Figure 1. Placement view (run 1).
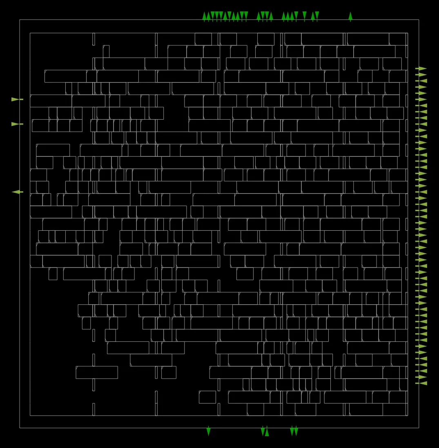
Figure 2. Sequential cells grouped by signal name (run 1).
Scale bar: 20 um.
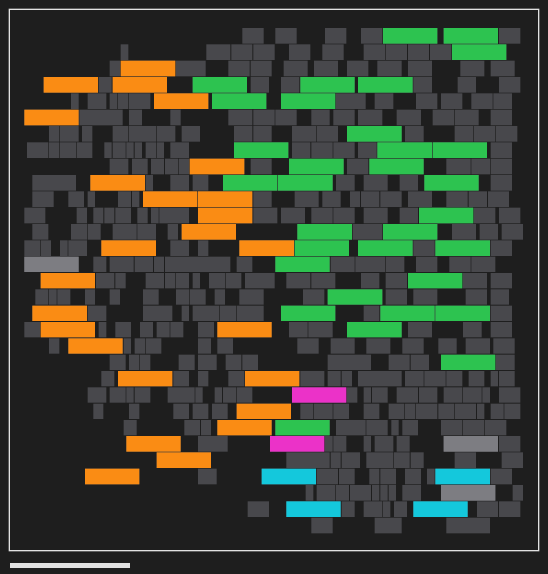
Figure 3. Drive-strength map (run 1).
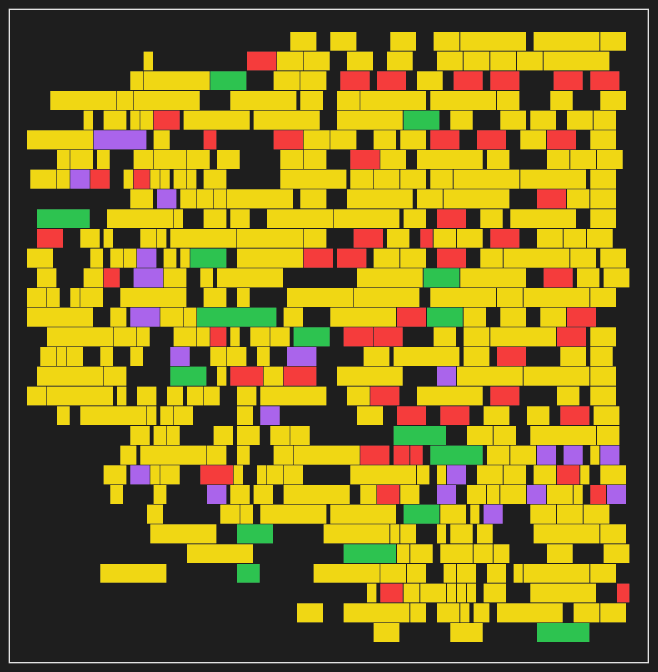
Figure 4. Routed metal per tile (run 1).
18 x 18 tiles, from dark blue (low) to red (high), scaled to the fullest tile. Values are wire area over tile area, all layers added.
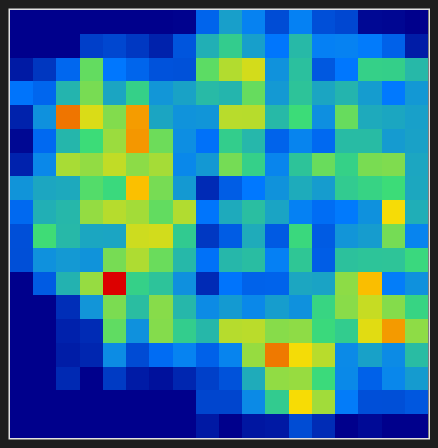
### src/rtl/display_sequencer_if.sv
// Handshake and display-bus signals between the digit requesters, the
// sequencer and the display rotator.
interface display_sequencer_if;
    logic        clearReq;
    logic        entryValid;
    logic [3:0]  entryDigit;
    logic        entryReady;
    logic        resultValid;
    logic [31:0] result;
    logic        resultReady;
    logic        pageHold;
    logic [31:0] digitBus;
    logic        displayUpper;
    logic [3:0]  entryCount;
    logic        entryFull;
    logic        entryErr;

    modport slave (
        input  clearReq, entryValid, entryDigit, resultValid, result, pageHold,
        output entryReady, resultReady, digitBus, displayUpper, entryCount,
               entryFull, entryErr
    );

    modport master (
        output clearReq, entryValid, entryDigit, resultValid, result, pageHold,
        input  entryReady, resultReady, digitBus, displayUpper, entryCount,
               entryFull, entryErr
    );
endinterface

### src/rtl/display_sequencer.sv
// Owns the 8-digit BCD display buffer: arbitrates clear > result > keypad entry
// and pages the shown result between its lower and upper four digits.
module display_sequencer #(
    parameter int PAGE_TICKS = 25000000,
    parameter int TW         = 25
) (
    input  logic clk,
    input  logic rst_n,
    display_sequencer_if.slave sq
);
    typedef enum logic [1:0] {EMPTY, ENTRY, RESULT} state_t;

    localparam logic [TW-1:0] LAST_TICK = TW'(PAGE_TICKS - 1);

    state_t        state_q, state_d;
    logic [31:0]   digits_q, digits_d;
    logic [3:0]    count_q, count_d;
    logic          upper_q, upper_d;
    logic [TW-1:0] timer_q, timer_d;
    logic          err_q, err_d;
    logic          full_q, full_d;

    logic          at_full;
    logic          entry_rdy;
    logic          entry_go;

    // Readiness depends only on other requesters and our own state, never on the
    // requester's own valid.
    assign at_full     = (state_q == ENTRY) && (count_q == 4'd8);
    assign entry_rdy   = !sq.clearReq && !sq.resultValid && !at_full;
    assign entry_go    = sq.entryValid && entry_rdy;

    assign sq.resultReady  = !sq.clearReq;
    assign sq.entryReady   = entry_rdy;
    assign sq.digitBus     = digits_q;
    assign sq.displayUpper = upper_q;
    assign sq.entryCount   = count_q;
    assign sq.entryFull    = full_q;
    assign sq.entryErr     = err_q;

    always_comb begin
        state_d  = state_q;
        digits_d = digits_q;
        count_d  = count_q;
        upper_d  = 1'b0;
        timer_d  = '0;
        err_d    = 1'b0;

        // Paging runs only while a result is shown; a rejected digit does not disturb it.
        if (state_q == RESULT) begin
            upper_d = upper_q;
            timer_d = timer_q;
            if (!sq.pageHold) begin
                if (timer_q == LAST_TICK) begin
                    timer_d = '0;
                    upper_d = !upper_q;
                end else begin
                    timer_d = timer_q + 1'b1;
                end
            end
        end

        if (sq.clearReq) begin
            state_d  = EMPTY;
            digits_d = '0;
            count_d  = '0;
            upper_d  = 1'b0;
            timer_d  = '0;
        end else if (sq.resultValid) begin
            state_d  = RESULT;
            digits_d = sq.result;
            count_d  = '0;
            upper_d  = 1'b0;
            timer_d  = '0;
        end else if (entry_go) begin
            if (sq.entryDigit > 4'd9) begin
                err_d = 1'b1;
            end else if (state_q != ENTRY) begin
                state_d  = ENTRY;
                digits_d = {28'b0, sq.entryDigit};
                count_d  = 4'd1;
                upper_d  = 1'b0;
                timer_d  = '0;
            end else begin
                digits_d = {digits_q[27:0], sq.entryDigit};
                count_d  = count_q + 4'd1;
            end
        end

        full_d = (count_d == 4'd8);
    end

    always_ff @(posedge clk or negedge rst_n) begin
        if (!rst_n) begin
            state_q  <= EMPTY;
            digits_q <= '0;
            count_q  <= '0;
            upper_q  <= 1'b0;
            timer_q  <= '0;
            err_q    <= 1'b0;
            full_q   <= 1'b0;
        end else begin
            state_q  <= state_d;
            digits_q <= digits_d;
            count_q  <= count_d;
            upper_q  <= upper_d;
            timer_q  <= timer_d;
            err_q    <= err_d;
            full_q   <= full_d;
        end
    end
endmodule
### src/flat_wrapper.sv
// flat-port wrapper written by rule: the top's interface ports become plain ports
module display_sequencer_flat 
#(
    parameter int PAGE_TICKS = 25000000,
    parameter int TW         = 25
)
  (clk, rst_n, sq_clearReq, sq_entryValid, sq_entryDigit, sq_resultValid, sq_result, sq_pageHold, sq_entryReady, sq_resultReady, sq_digitBus, sq_displayUpper, sq_entryCount, sq_entryFull, sq_entryErr);
  display_sequencer_if sq_i ();
  input  logic clk;
  input  logic rst_n;
  input wire logic [$bits(sq_i.clearReq)-1:0] sq_clearReq;
  input wire logic [$bits(sq_i.entryValid)-1:0] sq_entryValid;
  input wire logic [$bits(sq_i.entryDigit)-1:0] sq_entryDigit;
  input wire logic [$bits(sq_i.resultValid)-1:0] sq_resultValid;
  input wire logic [$bits(sq_i.result)-1:0] sq_result;
  input wire logic [$bits(sq_i.pageHold)-1:0] sq_pageHold;
  output wire logic [$bits(sq_i.entryReady)-1:0] sq_entryReady;
  output wire logic [$bits(sq_i.resultReady)-1:0] sq_resultReady;
  output wire logic [$bits(sq_i.digitBus)-1:0] sq_digitBus;
  output wire logic [$bits(sq_i.displayUpper)-1:0] sq_displayUpper;
  output wire logic [$bits(sq_i.entryCount)-1:0] sq_entryCount;
  output wire logic [$bits(sq_i.entryFull)-1:0] sq_entryFull;
  output wire logic [$bits(sq_i.entryErr)-1:0] sq_entryErr;
  assign sq_i.clearReq = sq_clearReq;
  assign sq_i.entryValid = sq_entryValid;
  assign sq_i.entryDigit = sq_entryDigit;
  assign sq_i.resultValid = sq_resultValid;
  assign sq_i.result = sq_result;
  assign sq_i.pageHold = sq_pageHold;
  assign sq_entryReady = sq_i.entryReady;
  assign sq_resultReady = sq_i.resultReady;
  assign sq_digitBus = sq_i.digitBus;
  assign sq_displayUpper = sq_i.displayUpper;
  assign sq_entryCount = sq_i.entryCount;
  assign sq_entryFull = sq_i.entryFull;
  assign sq_entryErr = sq_i.entryErr;
  display_sequencer #(.PAGE_TICKS(PAGE_TICKS), .TW(TW)) u_core (.clk(clk), .rst_n(rst_n), .sq(sq_i));
endmodule
### config.mk
export PLATFORM = sky130hd
export DESIGN_NAME = display_sequencer_flat
export DESIGN_NICKNAME = d
export VERILOG_FILES = /design/src/rtl/display_sequencer_if.sv /design/src/rtl/display_sequencer.sv /design/src/flat_wrapper.sv
export SDC_FILE = /design/constraint.sdc
export NUM_CORES = 1
export LEC_CHECK = 0
export CAP_MARGIN = 20
export CORE_AREA = 2 2 86 88
export CTS_BUF_LIST = sky130_fd_sc_hd__clkbuf_8 sky130_fd_sc_hd__clkbuf_16
export DETAILED_ROUTE_END_ITERATION = 12
export DIE_AREA = 0 0 88 90
export HOLD_SLACK_MARGIN = 0.1
export PLACE_DENSITY = 0.79
export SLEW_MARGIN = 20
export SYNTH_ARGS = -nofsm -noshare
export SYNTH_HDL_FRONTEND = slang
export SYNTH_SLANG_ARGS = --single-unit
export TNS_END_PERCENT = 5
### constraint.sdc
create_clock -name clk -period 2.6 [get_ports clk]
set_input_delay 0.78 -clock clk [delete_from_list [all_inputs] [get_ports clk]]
set_output_delay 0.78 -clock clk [all_outputs]
set_load 0.02 [all_outputs]
==> run_results.csv, run 1 <==
group,metric,value,unit
synthesis,enable_flop_cells,0,
synthesis,synthTopLogicFamily,"AND-OR/OR-AND gates",
timing,maxSlewViolCount,0,
timing,setup_viol,0,
place,place_congestion,0.8171,
timing,rsz0062_at_grt,"false",
cells_and_area,nClkBuffers,9,
critical_path,cpPeakStageDelay,420,ps
critical_path,arrival,1780,ps
synthesis,syn_nets,355,
global_routing,grt_pass1_wl,13.63,mm
cells_and_area,synthToLayoutAreaGrowth,36.24,%
clock_network,cts_buffer_depth,2,
timing,hold_slack,383.5,ps
status,status,"finished clean",
synthesis,xor_area_share,2.297,%
timing,finalSetupTns,0,ps
floorplan,chipArea,7920,um^2
timing,tightest_slew,487.3,ps
cells_and_area,inverters,9,
critical_path,end_kind,"primary output",
power_and_ir_drop,ir_worst_vdd,0.2869,mV
clock_network,htree_levels,3,
min_path,hp-class,"in2async",
global_routing,grt-ovfl-total,0,
power_and_ir_drop,power.total,2.257,mW
place,io_buffers,82,
place,placed_area,4487,um^2
cells_and_area,nets,447,
job,warnings,27,
timing,period_needed,2557,ps
global_routing,track_usage,21.86,%
place,place_ws,-409.8,ps
clock_network,cts_inserted_buffers,9,
cells_and_area,logic_gates,216,
global_routing,use_met3,6.244,%
critical_path,cpMaxStageDelayCell,"clkdlybuf4s50_1",
cells_and_area,layout.nonclk_buf_share,21.59,%
floorplan,core,7020,um^2
synthesis,ys_cells,310,
synthesis,syn_inst,310,
clock_network,cts_sinks,66,
floorplan,fp.dieW,88,um
synthesis,synth_area_leader_cell,"dfrtp_1",
About Figure 1:
Layout Utilization: 66.60%
# Taps: 99
fillers: 550
post-layout instance count excluding filler cells: 506
Seq area share: 35.32%

About Figure 2:
u_core.sq.digitBus -> green  # placed flops 32
u_core.state_q -> magenta  # placed flops 2
u_core.sq.entryCount -> cyan  # placed flops 4
u_core.timer_q -> orange  # placed flops 25
not coloured = 3
Seq. pwr: 1.08 mW
register area: 1652 um^2

About Figure 3:
x6 and larger -> green  # cells 16, share 3.9%, most used clkbuf_8
x2 -> red  # cells 50, share 12%, most used mux2_2
x3 and x4 -> purple  # cells 20, share 4.9%, most used buf_4
x1 and smaller -> yellow  # cells 321, share 79%, most used clkdlybuf4s50_1

About Figure 4:
emptiest ninth of the die = bottom left
fullest tile = 0.52
nearly empty tiles = 14%
DRT Wirelength: 8.460 mm
Via Count: 2,887
post-DR wirelength/cell: 16.72 um

## run 1: repair_timing
item	in CTS	in global routing
setup buffers	0	0
setup endpoints to repair	2	1
gates resized	5	1
## run 1: final timing paths
| check | startpoint | endpoint | slack [ps] | depth (start not counted) |
|---|---|---|---|---|
| worst max-delay path | sq_clearReq | sq_entryReady | 40 | 4 |
| worst min-delay path | rst_n | u_core.sq.entryFull | 380 | 1 |
| worst max register to register | u_core.timer_q[0] | u_core.timer_q[24] | 410 | 5 |
| worst min register to register | u_core.sq.digitBus[29] | u_core.sq.digitBus[29] | 510 | 1 |
| max in group asynchronous | rst_n | u_core.timer_q[1] | 1600 | 2 |
| min in group clk | u_core.sq.digitBus[29] | u_core.sq.digitBus[29] | 510 | 1 |
## run 1: cells by family after synthesis
| group | after synthesis |
|---|---|
| AND-OR/OR-AND | 77 |
| XOR/XNOR | 9 |
| adder cells (fa/ha/maj) | 3 |
| buffers and inverters | 28 |
| flip-flops | 66 |
| multiplexers | 32 |
| AND/OR/NAND/NOR | 95 |
## run 1: power breakdown
group | leakage (nW) | switching, mW | internal (mW) | total, mW
Combinational | 0.929 | 0.140 | 0.175 | 0.315
Sequential | 0.901 | 0.0264 | 1.06 | 1.08
Clock | 0.0954 | 0.417 | 0.440 | 0.857
Total | 1.93 | 0.583 | 1.67 | 2.26
## run 1: registers in the layout, indices dropped and copies added, names as in the netlist
| register | flops |
|---|---|
| u_core.sq.digitBus | 32 |
| u_core.timer_q | 25 |
| u_core.sq.entryCount | 4 |
| u_core.state_q | 2 |
| u_core.sq.displayUpper | 1 |
| u_core.sq.entryErr | 1 |
| u_core.sq.entryFull | 1 |
## run 1: per-layer routing
layer	wire length [um]	share of wire [%]
met2	3919	46
met1	3899	46
met3	544	6.4
met5	0	0
met4	97	1.1
Figure 5. Routed clock nets over the placement (run 1).
Scale bar: 20 um.
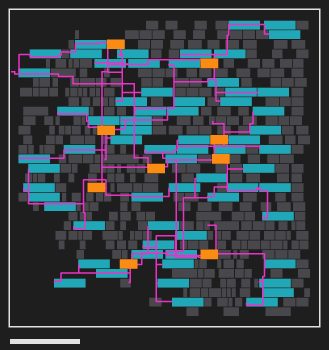

==> run 1 -> run 2 <==
--- a/config.mk
+++ b/config.mk
@@ -6,12 +6,12 @@
 export NUM_CORES = 1
 export LEC_CHECK = 0
 export CAP_MARGIN = 20
-export CORE_AREA = 2 2 86 88
+export CORE_AREA = 2 2 91 93
 export CTS_BUF_LIST = sky130_fd_sc_hd__clkbuf_8 sky130_fd_sc_hd__clkbuf_16
 export DETAILED_ROUTE_END_ITERATION = 12
-export DIE_AREA = 0 0 88 90
+export DIE_AREA = 0 0 93 95
 export HOLD_SLACK_MARGIN = 0.1
-export PLACE_DENSITY = 0.79
+export PLACE_DENSITY = 0.72
 export SLEW_MARGIN = 20
 export SYNTH_ARGS = -nofsm -noshare
 export SYNTH_HDL_FRONTEND = slang
Figure 6. Routed clock nets over the placement (run 2).
Scale bar: 20 um.
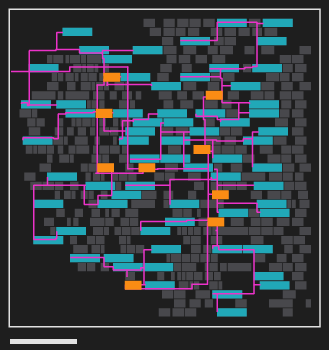
clock-net drivers -> orange  # count 9
flip-flops -> cyan  # count 66
clock wires -> magenta  # length 873 um
routed clock nets = 10
flops lie = widely spread
P_clk: 874 uW
clock skew: 13.68 ps
Latency at later pin: 340 ps

==> run 2 against run 1 <==
Sequential power is essentially flat. Synthesized cell count is the same. Die size is 12% higher. Hold slack improved by 73 ps. Critical path depth stayed put. Critical endpoint unchanged. Largest power group unchanged. Highest routed layer unchanged.
==> run_results.csv, run 2 <==
group,metric,value,unit
status,status,"finished clean",
clock_network,cts_setup_buffers,0,
critical_path,timing.rr.start,"u_core.timer_q[0]",
power_and_ir_drop,ir_worst_vdd,0.2661,mV
power_and_ir_drop,power.total,2.277,mW
detailed_routing,post_drt_wl_per_cell,16.07,um
clock_network,cts-resized-gates,7,
clock_network,cts_inserted_buffers,9,
clock_network,htree_levels,3,
place,place_congestion,0.8604,
floorplan,core,7928,um^2
synthesis,syn_inst,310,
timing,setup_viol,0,
detailed_routing,wirelength,8.245,mm
power_and_ir_drop,combPwrFrac,14.0,%
min_path,hp-class,"in2async",
power_and_ir_drop,p_int,1.705,mW
cells_and_area,final_cells,513,
power_and_ir_drop,pg_seq,1.08,mW
detailed_routing,vias,2820,
timing,rsz0062_at_grt,"false",
power_and_ir_drop,p_comb,318,uW
critical_path,end_kind,"primary output",
critical_path,r2r-end,"u_core.timer_q[24]",
critical_path,reg2reg_depth,5,
synthesis,synth_area_leader_cell,"dfrtp_1",
global_routing,grt-ovfl-total,0,
critical_path,cp-endpoint,"sq_entryReady",
floorplan,fp.dieW,93,um
timing,period_needed,2555,ps
global_routing,use_met3,3.512,%
Figure 7. Drive-strength map (run 2).
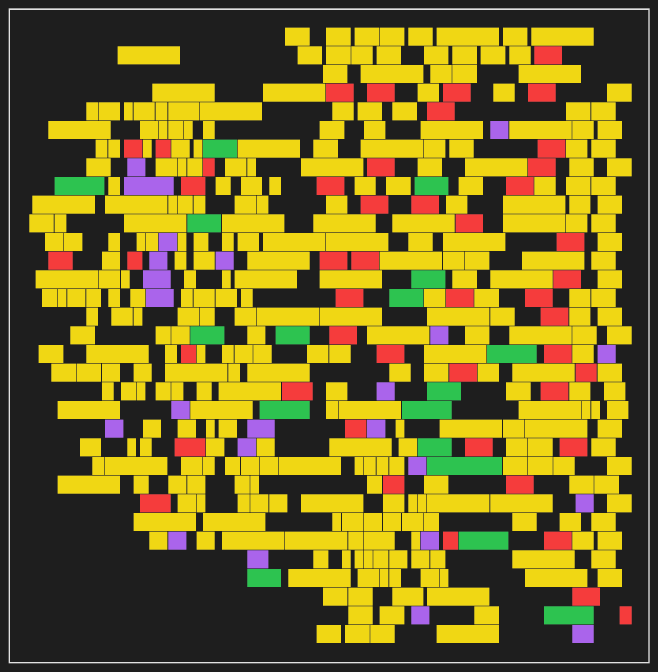
x3 and x4 -> purple  # cells 23, share 5.6%, most used buf_4
x2 -> red  # cells 47, share 12%, most used mux2_2
x6 and larger -> green  # cells 17, share 4.2%, most used clkbuf_8
x1 and smaller -> yellow  # cells 321, share 79%, most used clkdlybuf4s50_1
bufs w/o clock: 101
Synth-to-Final Area Change: 37.40%

## run 2: netlist changes by cell type in the layout (fill, tap and decap cells not counted)
| cell | delta |
|---|---|
| buf_12 | +1 |
| clkbuf_8 | +1 |
| clkdlybuf4s50_1 | -1 |
| clkinv_2 | -2 |
| clkinv_4 | +1 |
| clkinvlp_4 | +1 |
| dlygate4sd2_1 | +1 |
| inv_6 | -1 |
| or2_2 | -1 |
| or2_4 | +1 |
## run 2: worst min-delay path by stage
stage,endpoint,cells after the start
after floorplan,u_core.sq.digitBus[0],0
after global placement,u_core.sq.digitBus[30],1
after detailed placement,u_core.sq.digitBus[30],1
after CTS,u_core.sq.digitBus[21],2
after global routing,u_core.sq.digitBus[28],2
final,u_core.sq.entryFull,2
## run 2: critical path, stage by stage
cell,delay (ps)
clkdlybuf4s50_1,440
or2_4,270
nor2_1,130
buf_4,150
## run 2: metrics by stage
stage	setup WS (ps)	area, um^2	utilization [%]	TNS, ps
floorplan	271.5	3432	-	0
global placement	-466.0	4514	56.94	-1479
detailed placement	-471.7	4514	56.94	-1752
CTS	10.80	4713	59.45	0
global route	32.96	4716	59.49	0
finish	45.04	4716	59.49	0
## run 2: layout make-up
cell class	count	area [um^2]
inverter	9	33.78
multi-input combinational	216	1667
fill	699	3212
timing repair buffer	101	1028
sequential	66	1652
clock buffer	10	137.6
clock inverter	6	66.31
tap	105	131.4
## run 2: cell families (layout without fill, tap and decap cells)
group	count (synthesis)	count (layout)	share of synthesized area (%)
mux	32	32	10.50
compound gates	77	77	17.50
buf+inv	28	126	3.536
xor+xnor	9	9	2.297
simple gates	95	95	16.95
fa+ha+maj	3	3	1.094
flops	66	66	48.12
## run 2: per-layer routing
metal	part of all wire (%)	vias to the layer above
met5	0	-
met4	0.91	0
met3	4.0	7
met2	47	72
met1	49	1375
li1	-	1366
Figure 8. Routed metal per tile (run 2).
19 x 19 tiles, from dark blue (low) to red (high), scaled to the fullest tile. Values are wire area over tile area, all layers added.
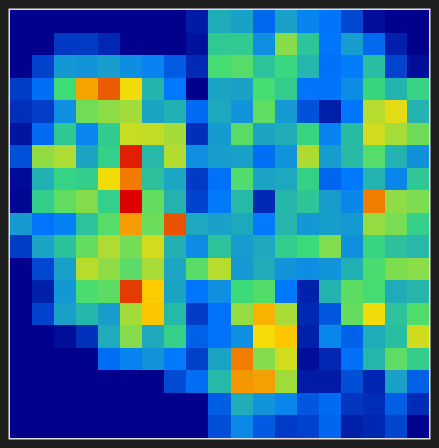

==> run 2 -> run 3 <==
--- a/config.mk
+++ b/config.mk
@@ -7,10 +7,11 @@
 export LEC_CHECK = 0
 export CAP_MARGIN = 20
 export CORE_AREA = 2 2 91 93
-export CTS_BUF_LIST = sky130_fd_sc_hd__clkbuf_8 sky130_fd_sc_hd__clkbuf_16
+export CTS_BUF_LIST = sky130_fd_sc_hd__clkbuf_4 sky130_fd_sc_hd__clkbuf_8
 export DETAILED_ROUTE_END_ITERATION = 12
 export DIE_AREA = 0 0 93 95
 export HOLD_SLACK_MARGIN = 0.1
+export MAX_ROUTING_LAYER = met4
 export PLACE_DENSITY = 0.72
 export SLEW_MARGIN = 20
 export SYNTH_ARGS = -nofsm -noshare
Figure 9. Routed metal per tile (run 3).
19 x 19 tiles, from dark blue (low) to red (high), scaled to the fullest tile. Values are wire area over tile area, all layers added.
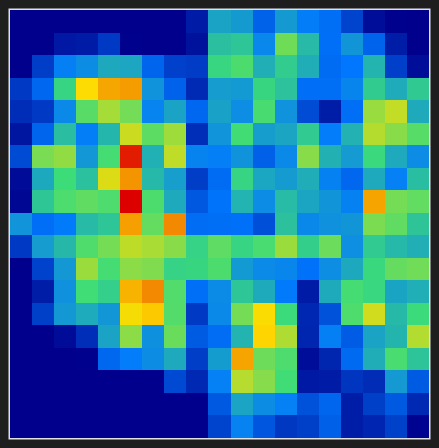
densest ninth of the die = left middle
mean over tiles = 0.15
nearly empty tiles = 15%

Figure 10. Routed clock nets over the placement (run 3).
Scale bar: 20 um.
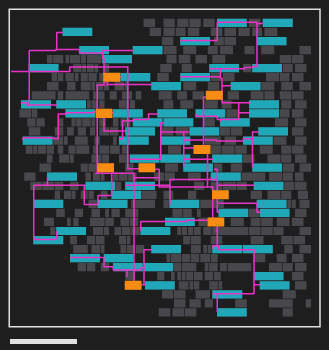
clock wires -> magenta  # length 879 um
flip-flops -> cyan  # count 66
clock-net drivers -> orange  # count 9
routed clock nets = 10
flops lie = widely spread

==> run 3 against run 2 <==
Largest cell class unchanged. Area after synthesis is the same. Register-to-register slack is essentially flat. Critical path type unchanged. First-iteration DRC count grew 7.4%. Sequential power is essentially flat. Combinational power is essentially flat. Global-route usage grew 0.55 points. Sequential share of layout area is the same. Maximum frequency is essentially flat. Core utilization is the same. Setup slack is essentially flat.
==> run_results.csv, run 3 <==
group,metric,value,unit
min_path,hp-class,"in2async",
detailed_routing,maxUsedRoutingLayer,"met4",
power_and_ir_drop,power.total,2.277,mW
synthesis,synth_area_leader_cell,"dfrtp_1",
timing,finalSetupTns,0,ps
cells_and_area,logic_area,1667,um^2
detailed_routing,vias,2829,
timing,rsz0062_at_grt,"false",
clock_network,htree_levels,3,
status,status,"finished clean",
critical_path,end_kind,"primary output",
cells_and_area,n_fill_cell,699,
floorplan,fp.dieW,93,um
detailed_routing,route.met3.wl,330,um
cells_and_area,design_area,4716,um^2
timing,period_needed,2555,ps
detailed_routing,post_drt_wl_per_cell,16.14,um
timing,setup_viol,0,
power_and_ir_drop,ir_worst_vdd,0.2654,mV
synthesis,syn_inst,310,
detailed_routing,wirelength,8.278,mm
==> run 3: kinds of logic after synthesis <==
kind of cell             share of synthesized area, %
XOR/XNOR                                        2.297
buffers and inverters                           3.536
AND-OR/OR-AND                                   17.50
multiplexers                                    10.50
flip-flops                                      48.12
AND/OR/NAND/NOR                                 16.95
adder cells (fa/ha/maj)                         1.094
==> run 3: timing repair <==
item / 4_1_cts / 5_1_grt
endpoints found under the setup margin: 2 / 1
pin swaps: 0 / 0
endpoints found under the hold margin: 0 / 0
cloned: 0 / 0
buffers inserted: 0 / 0
gates resized: 7 / 1
==> run 3: cell type report <==
cell class	count	share of cell area [%]
inverters	9	0.7164
repair buffers	101	21.81
clock buffers	10	2.919
flip-flops and latches	66	35.02
clock inverters	6	1.406
multi-input cells	216	35.34
well taps	105	2.786
==> run 3: per-stage QoR <==
stage               utilization, %  worst slack [ps]
global route                 59.49             32.96
finish                       59.49             45.39
global placement             56.94            -466.0
floorplan                        -             271.5
detailed placement           56.94            -471.7
CTS                          59.45             10.80
==> run 3: worst max-delay path, cell delays in order <==
cell	delay [ps]
clkdlybuf4s50_1	440
or2_4	270
nor2_1	130
buf_4	150
==> run 3: worst paths after layout <==
path	end	cells after the start	slack, ps
max	sq_entryReady	4	50
max reg2reg	u_core.timer_q[24]	5	370
max in group asynchronous	u_core.timer_q[10]	2	1860
min	u_core.sq.entryCount[2]	2	450
min reg2reg	u_core.sq.digitBus[28]	1	510
min in group clk	u_core.sq.digitBus[28]	1	510
==> run 3: report_power, final <==
part | switching, mW | leakage [nW] | total (mW) | internal, mW
registers | 0.0262 | 0.901 | 1.08 | 1.06
logic | 0.140 | 0.940 | 0.318 | 0.179
clock network | 0.406 | 0.0945 | 0.874 | 0.468
total | 0.572 | 1.94 | 2.28 | 1.70
Power figures rest on the tool's default switching activity, not on a simulated workload.
